run_1/registers.png
Other sequential cells in the stronger gray, the rest of the logic in the fainter gray.
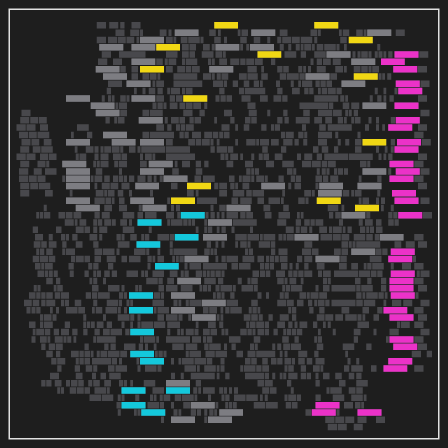
run_1/met2.png
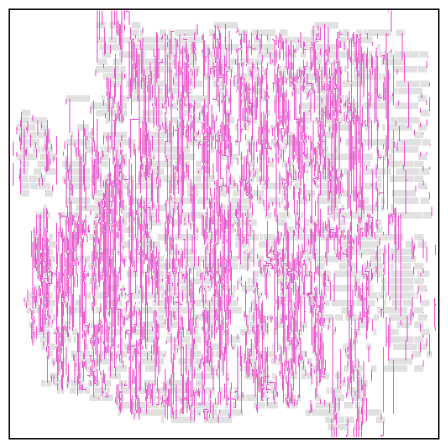
run_1/final_congestion.png
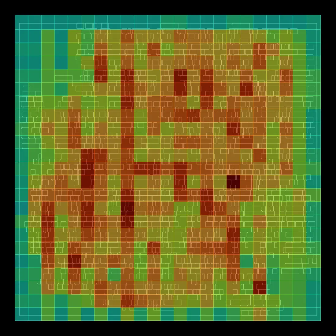
$ cat src/rtl/vip_genlock_phase_compare.sv
// rtl/vip_genlock_phase_compare.sv - genlock phase comparator: selected reference SOF vs local SOF, correction decision
// Build macro VIP_GENLOCK_RETIME_EN adds two output register stages (latency E+4 instead of E+2).
module vip_genlock_phase_compare #(
  parameter int H_WIDTH     = 14,
  parameter int V_WIDTH     = 13,
  parameter int NUM_REFS    = 2,
  parameter int SEL_WIDTH   = 1,
  parameter int TOLERANCE   = 2,
  parameter int LOCK_FRAMES = 3
) (
  input  logic                 clk,
  input  logic                 rst,
  input  logic                 i_genlock_en,
  input  logic                 i_restart,
  input  logic [SEL_WIDTH-1:0] i_ref_select,
  input  logic [H_WIDTH-1:0]   i_h_total_minus_one,
  input  logic [H_WIDTH-1:0]   i_sample_threshold,
  input  logic [NUM_REFS-1:0]  i_sof_ref,
  input  logic [NUM_REFS-1:0]  i_ref_locked,
  input  logic                 i_sof_local,
  input  logic                 i_local_locked,
  output logic                 o_sync_lines,
  output logic                 o_sync_samples,
  output logic                 o_remove_repeatn,
  output logic [H_WIDTH-1:0]   o_h_reset,
  output logic [V_WIDTH-1:0]   o_v_reset,
  output logic                 o_genlocked
);
  localparam int OUT_W = 4 + H_WIDTH + V_WIDTH;
  localparam logic [H_WIDTH-1:0] TOL = H_WIDTH'(TOLERANCE);
  localparam logic [3:0] LOCK_N = 4'(LOCK_FRAMES);

  typedef enum logic [1:0] {S_IDLE, S_REF_LEAD, S_LOC_LEAD} state_t;
  state_t r_state, w_state_nxt;

  logic                 w_ref_lvl, w_ref_lk, r_ref_prev, r_loc_prev;
  logic [SEL_WIDTH-1:0] r_sel_prev;
  logic                 w_ref_edge, w_loc_edge, w_sclr;
  logic [H_WIDTH-1:0]   r_h, w_h_nxt;
  logic [V_WIDTH-1:0]   r_v, w_v_nxt;
  logic                 w_h_wrap;
  logic                 w_cap_rem, w_cap_rep, w_cap_both, w_cap_any, w_consistent;
  logic [H_WIDTH-1:0]   r_rem_h, r_rep_h;
  logic [V_WIDTH-1:0]   r_rem_v, r_rep_v;
  logic [3:0]           r_stable;
  logic                 w_valid, w_remove;
  logic [V_WIDTH+H_WIDTH-1:0] w_off;
  logic [OUT_W-1:0]     w_dec, r_dec, w_out;

  always_comb begin
    w_ref_lvl = 1'b0;
    w_ref_lk  = 1'b0;
    for (int i = 0; i < NUM_REFS; i++) begin
      if (i_ref_select == SEL_WIDTH'(i)) begin
        w_ref_lvl = i_sof_ref[i];
        w_ref_lk  = i_ref_locked[i];
      end
    end
  end

  assign w_ref_edge = w_ref_lvl & ~r_ref_prev;
  assign w_loc_edge = i_sof_local & ~r_loc_prev;
  assign w_sclr = ~(i_genlock_en & i_local_locked & w_ref_lk) | i_restart | (i_ref_select != r_sel_prev);

  always_ff @(posedge clk or posedge rst) begin
    if (rst) begin
      r_ref_prev <= 1'b0;
      r_loc_prev <= 1'b0;
      r_sel_prev <= '0;
    end else begin
      r_ref_prev <= w_ref_lvl;
      r_loc_prev <= i_sof_local;
      r_sel_prev <= i_ref_select;
    end
  end

  // Captures take the post-increment count so a gap of N cycles measures as N samples.
  assign w_h_wrap = (r_h == i_h_total_minus_one);
  assign w_h_nxt  = w_h_wrap ? '0 : r_h + 1'b1;
  assign w_v_nxt  = (w_h_wrap && r_v != '1) ? r_v + 1'b1 : r_v;

  always_ff @(posedge clk or posedge rst) begin
    if (rst) begin
      r_h <= '0;
      r_v <= '0;
    end else if (w_sclr || w_ref_edge || w_loc_edge) begin
      r_h <= '0;
      r_v <= '0;
    end else begin
      r_h <= w_h_nxt;
      r_v <= w_v_nxt;
    end
  end

  always_ff @(posedge clk or posedge rst) begin
    if (rst) r_state <= S_IDLE;
    else     r_state <= w_state_nxt;
  end

  always_comb begin
    w_state_nxt = r_state;
    if (w_sclr || (w_ref_edge && w_loc_edge)) w_state_nxt = S_IDLE;
    else if (w_loc_edge)                      w_state_nxt = S_LOC_LEAD;
    else if (w_ref_edge)                      w_state_nxt = S_REF_LEAD;
  end

  always_comb begin
    w_cap_rem  = 1'b0;
    w_cap_rep  = 1'b0;
    w_cap_both = 1'b0;
    if (!w_sclr) begin
      if (w_ref_edge && w_loc_edge)                    w_cap_both = 1'b1;
      else if (w_loc_edge && r_state == S_REF_LEAD)    w_cap_rem  = 1'b1;
      else if (w_ref_edge && r_state == S_LOC_LEAD)    w_cap_rep  = 1'b1;
    end
  end

  function automatic logic f_close(input logic [V_WIDTH-1:0] v_new, input logic [H_WIDTH-1:0] h_new,
                                   input logic [V_WIDTH-1:0] v_old, input logic [H_WIDTH-1:0] h_old);
    logic [H_WIDTH-1:0] dh;
    dh = (h_new >= h_old) ? h_new - h_old : h_old - h_new;
    return (v_new == v_old) && (dh <= TOL);
  endfunction

  assign w_cap_any = w_cap_rem | w_cap_rep | w_cap_both;
  assign w_consistent = w_cap_both ? (f_close('0, '0, r_rem_v, r_rem_h) && f_close('0, '0, r_rep_v, r_rep_h)) :
                        w_cap_rem  ? f_close(w_v_nxt, w_h_nxt, r_rem_v, r_rem_h) :
                                     f_close(w_v_nxt, w_h_nxt, r_rep_v, r_rep_h);

  always_ff @(posedge clk or posedge rst) begin
    if (rst) begin
      r_rem_v <= '0; r_rem_h <= '0; r_rep_v <= '0; r_rep_h <= '0;
    end else if (w_sclr || w_cap_both) begin
      r_rem_v <= '0; r_rem_h <= '0; r_rep_v <= '0; r_rep_h <= '0;
    end else if (w_cap_rem) begin
      r_rem_v <= w_v_nxt; r_rem_h <= w_h_nxt;
    end else if (w_cap_rep) begin
      r_rep_v <= w_v_nxt; r_rep_h <= w_h_nxt;
    end
  end

  always_ff @(posedge clk or posedge rst) begin
    if (rst)            r_stable <= '0;
    else if (w_sclr)    r_stable <= '0;
    else if (w_cap_any) r_stable <= !w_consistent ? 4'd0 : (r_stable == 4'hf) ? r_stable : r_stable + 4'd1;
  end

  assign w_valid  = (r_stable >= LOCK_N);
  assign w_remove = {r_rem_v, r_rem_h} < {r_rep_v, r_rep_h};
  assign w_off    = w_remove ? {r_rem_v, r_rem_h} : {r_rep_v, r_rep_h};

  // Packed as {sync_lines, sync_samples, remove_repeatn, genlocked, v_reset, h_reset}.
  always_comb begin
    w_dec = '0;
    w_dec[OUT_W-3] = w_remove;
    if (w_valid) begin
      if (w_off[H_WIDTH +: V_WIDTH] != '0) begin
        w_dec[OUT_W-1] = 1'b1;
        w_dec[OUT_W-2] = 1'b1;
        w_dec[V_WIDTH+H_WIDTH-1:0] = w_off;
      end else if (w_off[H_WIDTH-1:0] > i_sample_threshold) begin
        w_dec[OUT_W-2] = 1'b1;
        w_dec[H_WIDTH-1:0] = w_off[H_WIDTH-1:0];
      end else begin
        w_dec[OUT_W-4] = 1'b1;
      end
    end
  end

  always_ff @(posedge clk or posedge rst) begin
    if (rst) r_dec <= '0;
    else     r_dec <= w_dec;
  end

`ifdef VIP_GENLOCK_RETIME_EN
  logic [OUT_W-1:0] r_rt1, r_rt2;
  always_ff @(posedge clk or posedge rst) begin
    if (rst) begin
      r_rt1 <= '0;
      r_rt2 <= '0;
    end else begin
      r_rt1 <= r_dec;
      r_rt2 <= r_rt1;
    end
  end
  assign w_out = r_rt2;
`else
  assign w_out = r_dec;
`endif

  assign {o_sync_lines, o_sync_samples, o_remove_repeatn, o_genlocked, o_v_reset, o_h_reset} = w_out;
endmodule
$ cat config.mk
export PLATFORM = sky130hd
export DESIGN_NAME = vip_genlock_phase_compare
export DESIGN_NICKNAME = d
export VERILOG_FILES = /design/src/rtl/vip_genlock_phase_compare.sv
export SDC_FILE = /design/constraint.sdc
export NUM_CORES = 1
export LEC_CHECK = 0
export CAP_MARGIN = 20
export CELL_PAD_IN_SITES_DETAIL_PLACEMENT = 0
export CELL_PAD_IN_SITES_GLOBAL_PLACEMENT = 1
export CORE_MARGIN = 2
export CORE_UTILIZATION = 45
export DETAILED_ROUTE_END_ITERATION = 8
export PLACE_DENSITY = 0.86
export SKIP_CTS_REPAIR_TIMING = 1
export SYNTH_ARGS = -nofsm -noshare
export SYNTH_HDL_FRONTEND = slang
export SYNTH_SLANG_ARGS = --single-unit
$ cat constraint.sdc
create_clock -name clk -period 6.1 [get_ports clk]
set_clock_uncertainty 0.2 [all_clocks]
set_input_delay 0.915 -clock clk [delete_from_list [all_inputs] [get_ports clk]]
set_output_delay 0.915 -clock clk [all_outputs]
set_load 0.02 [all_outputs]
==> flow_metrics.env, run 1 <==
# physical design summary
export IMPL_run_status="finished, final reports clean"
export IMPL_ys_sh_adder=0.124
export IMPL_synthTopLogicFamily="simple AND/OR/NAND/NOR gates"
export IMPL_area_delta_synth_final_pct=15.3
export IMPL_drv_slew=0
export IMPL_finalSetupViolCount=0
export IMPL_design_area_um2=12500
export IMPL_p_comb_w=0.0000812
export IMPL_vias=10300
export IMPL_max_cap_viol_count=0
export IMPL_min_path_cells=2
export IMPL_top_power_group="the clock network"
export IMPL_dr_pass1_iters=6
export IMPL_io_buffer_count=69
export IMPL_yosysTopAreaCellShare=0.279
export IMPL_drt_initial_drc_count=1029
export IMPL_drcViolationCount=0
export IMPL_routed_wl_mm=34.8
export IMPL_drive_above_1_share=0.0817
export IMPL_die_y_um=159
export IMPL_relSlewSlack=0.347
export IMPL_p_leak_nw=5.54
export IMPL_syn_area_per_cell_um2=8.03
export IMPL_insertion_delay_ps=430
export IMPL_p_int_w=0.00151
export IMPL_sequentialPower_w=0.000806
export IMPL_pwr_share_clk=0.548
export IMPL_end_kind="register"
Back to the opening pictures, registers.png:
[`r_rep_h`] cyan | placed flops: 14
[`r_dec`] magenta | placed flops: 31 | where: a vertical strip on the right
[`r_rem_v`] yellow | placed flops: 13
not colored: 63

Back to the opening pictures, met2.png:
wire length on this layer: 14900 um
share of all routed wire: 43%
main direction: vertical
longest straight run: 59.8 um

Back to the opening pictures, final_congestion.png:
met1 Usage GRT: 0.404
met2 usage: 0.411
per-cell routed wire length: 20.0 um
Core Util, Final: 0.531

## run 1: how the worst max path moves through the flow
| stage | startpoint | endpoint | slack [ps] | depth (start not counted) |
|---|---|---|---|---|
| floorplan | i_h_total_minus_one[10] | r_stable[1]$_DFFE_PP0P_ | 590 | 21 |
| CTS | i_h_total_minus_one[6] | r_stable[2]$_DFFE_PP0P_ | 590 | 19 |
| global route | r_rep_h[1]$_DFFE_PP0P_ | r_dec[0]$_DFF_PP0_ | 150 | 24 |
| detailed placement | i_h_total_minus_one[6] | r_stable[2]$_DFFE_PP0P_ | 150 | 19 |
| global placement | i_h_total_minus_one[11] | r_stable[1]$_DFFE_PP0P_ | 300 | 20 |
| finish | i_h_total_minus_one[6] | r_stable[2]$_DFFE_PP0P_ | 510 | 17 |
## run 1: Yosys cell counts (all sizes together) (6+ instances only)
master / count
xor2: 31
and3: 17
o21a: 15
and2: 7
a211oi: 42
nor4: 18
xnor2: 33
ha: 101
nand3b: 13
a31oi: 9
dfrtp: 121
o211ai: 9
mux2i: 20
o21bai: 7
buf: 33
a21oi: 103
or2: 12
o21ai: 62
nand2b: 24
and4: 7
nand4: 33
inv: 97
nor2: 137
or3: 9
nor3: 28
nor2b: 32
nor3b: 6
a21boi: 6
a21o: 27
nand2: 139
clkbuf: 40
nand3: 25
a211o: 6
o221ai: 8
## run 1: cell type report
class,count,area [um^2]
Clock inverter,12,163
Fill cell,2281,11100
Inverter,97,367
Multi-Input combinational cell,1062,7120
Clock buffer,20,457
Tap cell,319,399
Sequential cell,121,3030
Timing Repair Buffer,107,996
## run 1: state kept, by name, indices dropped and copies added (netlist names)
register,flops
r_rep_h,14
r_ref_prev,1
r_sel_prev,1
r_loc_prev,1
r_v,13
r_rem_v,13
r_dec,31
r_h,14
r_state,2
r_rep_v,13
r_rem_h,14
r_stable,4
==> inputs of run 2 (changes only) <==
DONT_BUFFER_PORTS = 1   (was default)
MAX_ROUTING_LAYER = met4   (was default)
PLACE_DENSITY = 0.81   (was 0.86)
run_2/port_nets.png
Scale bar: 50 um.
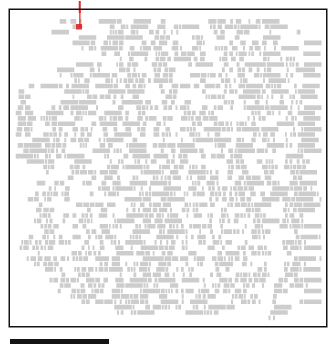
[`i_restart`] red | direction: input | end cells: 1 | buffers: 0 | wire: 9.30 um

run_2/final_congestion.png
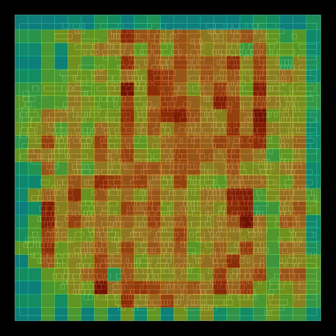
total track usage: 0.284
Core Util, Final: 0.502
met1 Usage GRT: 0.415
met3 GRT Util: 0.0469
per-cell routed wire length: 20.9 um

==> flow_metrics.env, run 2 <==
# physical design summary
export IMPL_holdCritPathClass="input pin to asynchronous set/reset pin"
export IMPL_ys_chip_area_um2=10900
export IMPL_die_y_um=159
export IMPL_area_delta_synth_final_pct=9.03
export IMPL_cp_data_arrival_time_ps=5670
export IMPL_cp_startpoint="r_rep_h[1]$_DFFE_PP0P_"
export IMPL_path_max_fanout=22
export IMPL_final_cells=1672
export IMPL_p_leak_nw=5.29
export IMPL_end_kind="register"
export IMPL_drv_slew=0
export IMPL_warning_count=54
export IMPL_io_buffer_count=0
export IMPL_syn_area_per_cell_um2=8.03
export IMPL_reg2reg_to="r_dec[8]$_DFF_PP0_"
export IMPL_dieWidth_um=159
export IMPL_largest_register_ffs=31
export IMPL_synth_warning_count=0
export IMPL_yosysTopAreaCellShare=0.279
export IMPL_largest_register="r_dec"
export IMPL_common_cells="138 x nand2_1, 136 x nor2_1, 121 x dfrtp_1"
export IMPL_finalSetupViolCount=0
export IMPL_max_cap_viol_count=0
export IMPL_routed_wl_mm=35.0
export IMPL_drive_above_1_share=0.0872
export IMPL_drt_initial_drc_count=919
export IMPL_relSlewSlack=0.401
export IMPL_peakVddDrop_uv=170
export IMPL_grt_pass1_wl_mm=55.4
export IMPL_yosysMostFrequentCell="nand2_1"
export IMPL_run_status="finished, final reports clean"
export IMPL_drcViolationCount=0
export IMPL_dr_pass1_iters=6
export IMPL_vias=10100
export IMPL_endpoint="r_dec[8]$_DFF_PP0_"
export IMPL_insertion_delay_ps=420
-- run 2: metal layers --
metal  wire length (um)  vias to the layer above  GRT usage
met1              16800                     4868      0.415
met3               2680                       40     0.0469
met5                  0                        -          -
li1                   -                     4776          -
met4                578                        0     0.0682
met2              14900                      406      0.407
-- run 2: report_power, final --
group          internal (W)  switching (W)
clock              0.000647       0.000410
combinational     0.0000172      0.0000405
sequential         0.000804     0.00000125
total               0.00147       0.000452
-- run 2: cell type report --
class	instances	area (um^2)
fillers	2330	11800
repair buffers	41	328
clock buffers	19	433
flip-flops and latches	121	3030
well taps	319	399
inverters	97	367
multi-input cells	1062	7120
clock inverters	13	169
-- run 2: cells by family (layout without fill, tap and decap cells) --
logic type | count (synthesis) | after routing | synth area share
flops | 121 | 121 | 0.279
simple gates | 525 | 525 | 0.248
buf+inv | 170 | 170 | 0.0674
fa+ha+maj | 105 | 105 | 0.124
xor+xnor | 64 | 64 | 0.0516
mux | 24 | 24 | 0.0226
compound gates | 344 | 344 | 0.208
-- run 2: critical path: stages, from the launching register on --
cell and delay, ps:
dfrtp_1 570, inv_1 220, ha_1 320, a21o_1 100, a21o_1 100, a21o_1 100, a21oi_1 80, o211ai_1 260
or3b_2 500, a31oi_4 530, o21ai_0 330, ha_1 370, nor2b_1 130, o21a_1 160, o21a_1 160, o21a_1 160
o21a_1 170, o21ai_0 140, a21boi_0 100, o21ai_0 150, a22oi_1 140, o21ai_1 160, buf_4 220, nor2b_1 70
-- run 2: stage by stage --
step | area (um^2) | worst slack (ps) | total power (W)
after floorplan | 10900 | 595 | 0.000860
after global placement | 11200 | 561 | 0.000876
after detailed placement | 11200 | 498 | 0.000877
after CTS | 11800 | 567 | 0.00193
after global routing | 11800 | 162 | 0.00197
final | 11800 | 525 | 0.00192
==> inputs of run 3 (changes only) <==
clock period = 7.05 ns   (was 6.1 ns; I/O delays follow)
run_3/registers.png
Other sequential cells in the stronger gray, the rest of the logic in the fainter gray.
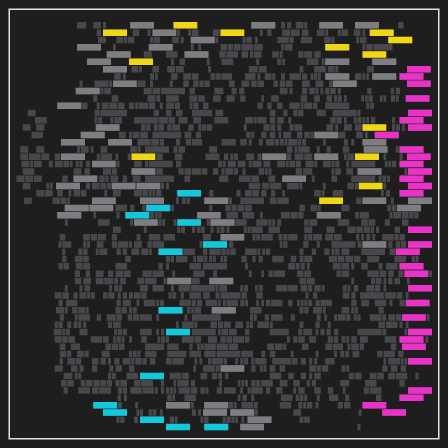
[`r_rep_h`] cyan | placed flops: 14
[`r_dec`] magenta | placed flops: 31 | where: a vertical strip on the right
[`r_rem_v`] yellow | placed flops: 13
not colored: 63

run_3/met1.png
Supply wires on this layer in gray.
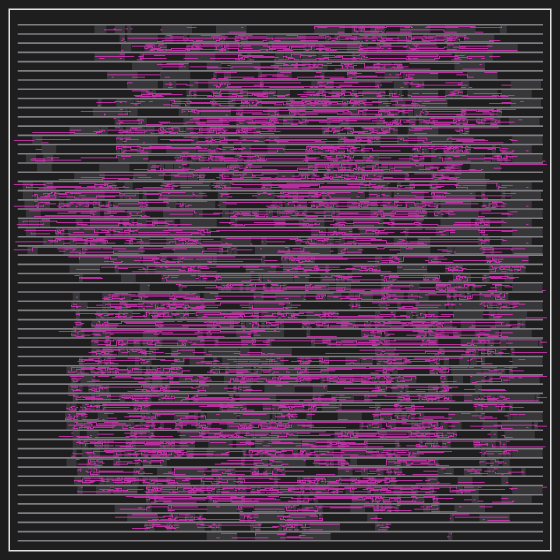
wire length on this layer: 16500 um
share of all routed wire: 47%
nets with wire on the layer: 1333
main direction: horizontal

==> flow_metrics.env, run 3 <==
# physical design summary
export IMPL_fill_cells=2274
export IMPL_yosysMostFrequentCell="nand2_1"
export IMPL_grtUsageMet1=0.410
export IMPL_seqCellArea_um2=3030
export IMPL_vias=9946
export IMPL_placed_area_um2=11000
export IMPL_end_kind="register"
export IMPL_p_leak_nw=5.18
export IMPL_drive_above_1_share=0.0694
export IMPL_largest_register_ffs=31
export IMPL_run_status="finished, final reports clean"
export IMPL_combPwrFrac=0.029
export IMPL_largest_register="r_dec"
export IMPL_grtUsageMet3=0.0482
export IMPL_cp_cell_sequence="inv_1 > ha_1 > a21o_1 > a21o_1 > a21oi_1 > nor2_1 > a211oi_1 > o21a_1 > a31oi_4 > buf_4 > o21ai_0 > ha_1 > a21oi_1 > nor2b_1 > o21ai_0 > nand2b_1 > a21oi_1 > a21boi_0 > o21ai_0 > a22oi_1 > o21ai_1 > nor2b_1"
export IMPL_pwr_share_clk=0.555
export IMPL_groute_usage_overall=0.283
export IMPL_critPathMaxStageDelay_ps=750
export IMPL_sequentialPower_w=0.000697
export IMPL_grt_util_met2=0.409
export IMPL_final_cells=1644
export IMPL_insertion_delay_ps=430
export IMPL_top_power_group="the clock network"
export IMPL_crit_slowest_cell="a211oi_1"
export IMPL_finalSetupViolCount=0
export IMPL_die_y_um=159
export IMPL_preCtsSetupSlack_ps=764
export IMPL_drt_initial_drc_count=944
export IMPL_syn_area_per_cell_um2=8.03
export IMPL_logic_area_um2=7120
export IMPL_grt_busiest_layer="met1"
export IMPL_p_clk_w=0.000930
export IMPL_max_cap_viol_count=0
export IMPL_relSlewSlack=0.376
export IMPL_p_int_w=0.00129
export IMPL_routed_wl_mm=34.8
export IMPL_post_drt_wl_per_cell_um=21.2
export IMPL_report_power_total_w=0.00168
export IMPL_dieWidth_um=159
export IMPL_io_buffer_count=0
export IMPL_p_comb_w=0.0000493
export IMPL_holdCritPathClass="input pin to asynchronous set/reset pin"
export IMPL_dr_pass1_iters=7
export IMPL_cp_data_arrival_time_ps=6190
export IMPL_path_max_fanout=31
run 3: layout make-up:
cell class	count	area share
clock inverters	13	0.0144
inverters	97	0.0314
well taps	319	0.0342
multi-input cells	1062	0.611
flip-flops and latches	121	0.259
repair buffers	13	0.0112
clock buffers	19	0.0388
run 3: final timing paths:
| check | end | cells after the start | slack, ps |
|---|---|---|---|
| max | r_dec[12]$_DFF_PP0_ | 22 | 920 |
| min reg2reg | r_rem_h[13]$_DFFE_PP0P_ | 2 | 380 |
| min | r_rep_v[7]$_DFFE_PP0P_ | 1 | 310 |
| max in group asynchronous | r_rem_h[6]$_DFFE_PP0P_ | 3 | 5090 |
| max reg2reg | r_dec[12]$_DFF_PP0_ | 22 | 920 |
| min in group clk | r_rem_h[13]$_DFFE_PP0P_ | 2 | 380 |
run 3: cell families (layout without fill, tap and decap cells):
| group | count (synthesis) | count (layout) | synth area share |
|---|---|---|---|
| flip-flops | 121 | 121 | 0.279 |
| AND/OR/NAND/NOR | 525 | 525 | 0.248 |
| buffers and inverters | 170 | 142 | 0.0674 |
| XOR/XNOR | 64 | 64 | 0.0516 |
| adder cells (fa/ha/maj) | 105 | 105 | 0.124 |
| multiplexers | 24 | 24 | 0.0226 |
| AND-OR/OR-AND | 344 | 344 | 0.208 |
run 3: routing by layer:
layer | wire, um | vias to the layer above | share of wire
met4 | 577 | 0 | 0.017
met1 | 16500 | 4750 | 0.47
li1 | - | 4714 | -
met2 | 14900 | 443 | 0.43
met5 | 0 | - | 0
met3 | 2800 | 39 | 0.080
run 3: worst max-delay path, delay by kind of cell, from the launching register on:
kind	cells	cell delay (ps)
DFF	1	500
AOI/OAI and AO/OA	14	3770
and+or+nand+nor	4	330
buffers and inverters	2	480
adders and majority gates	2	660
No activity file was given, so power comes from the tool's default toggle rates.
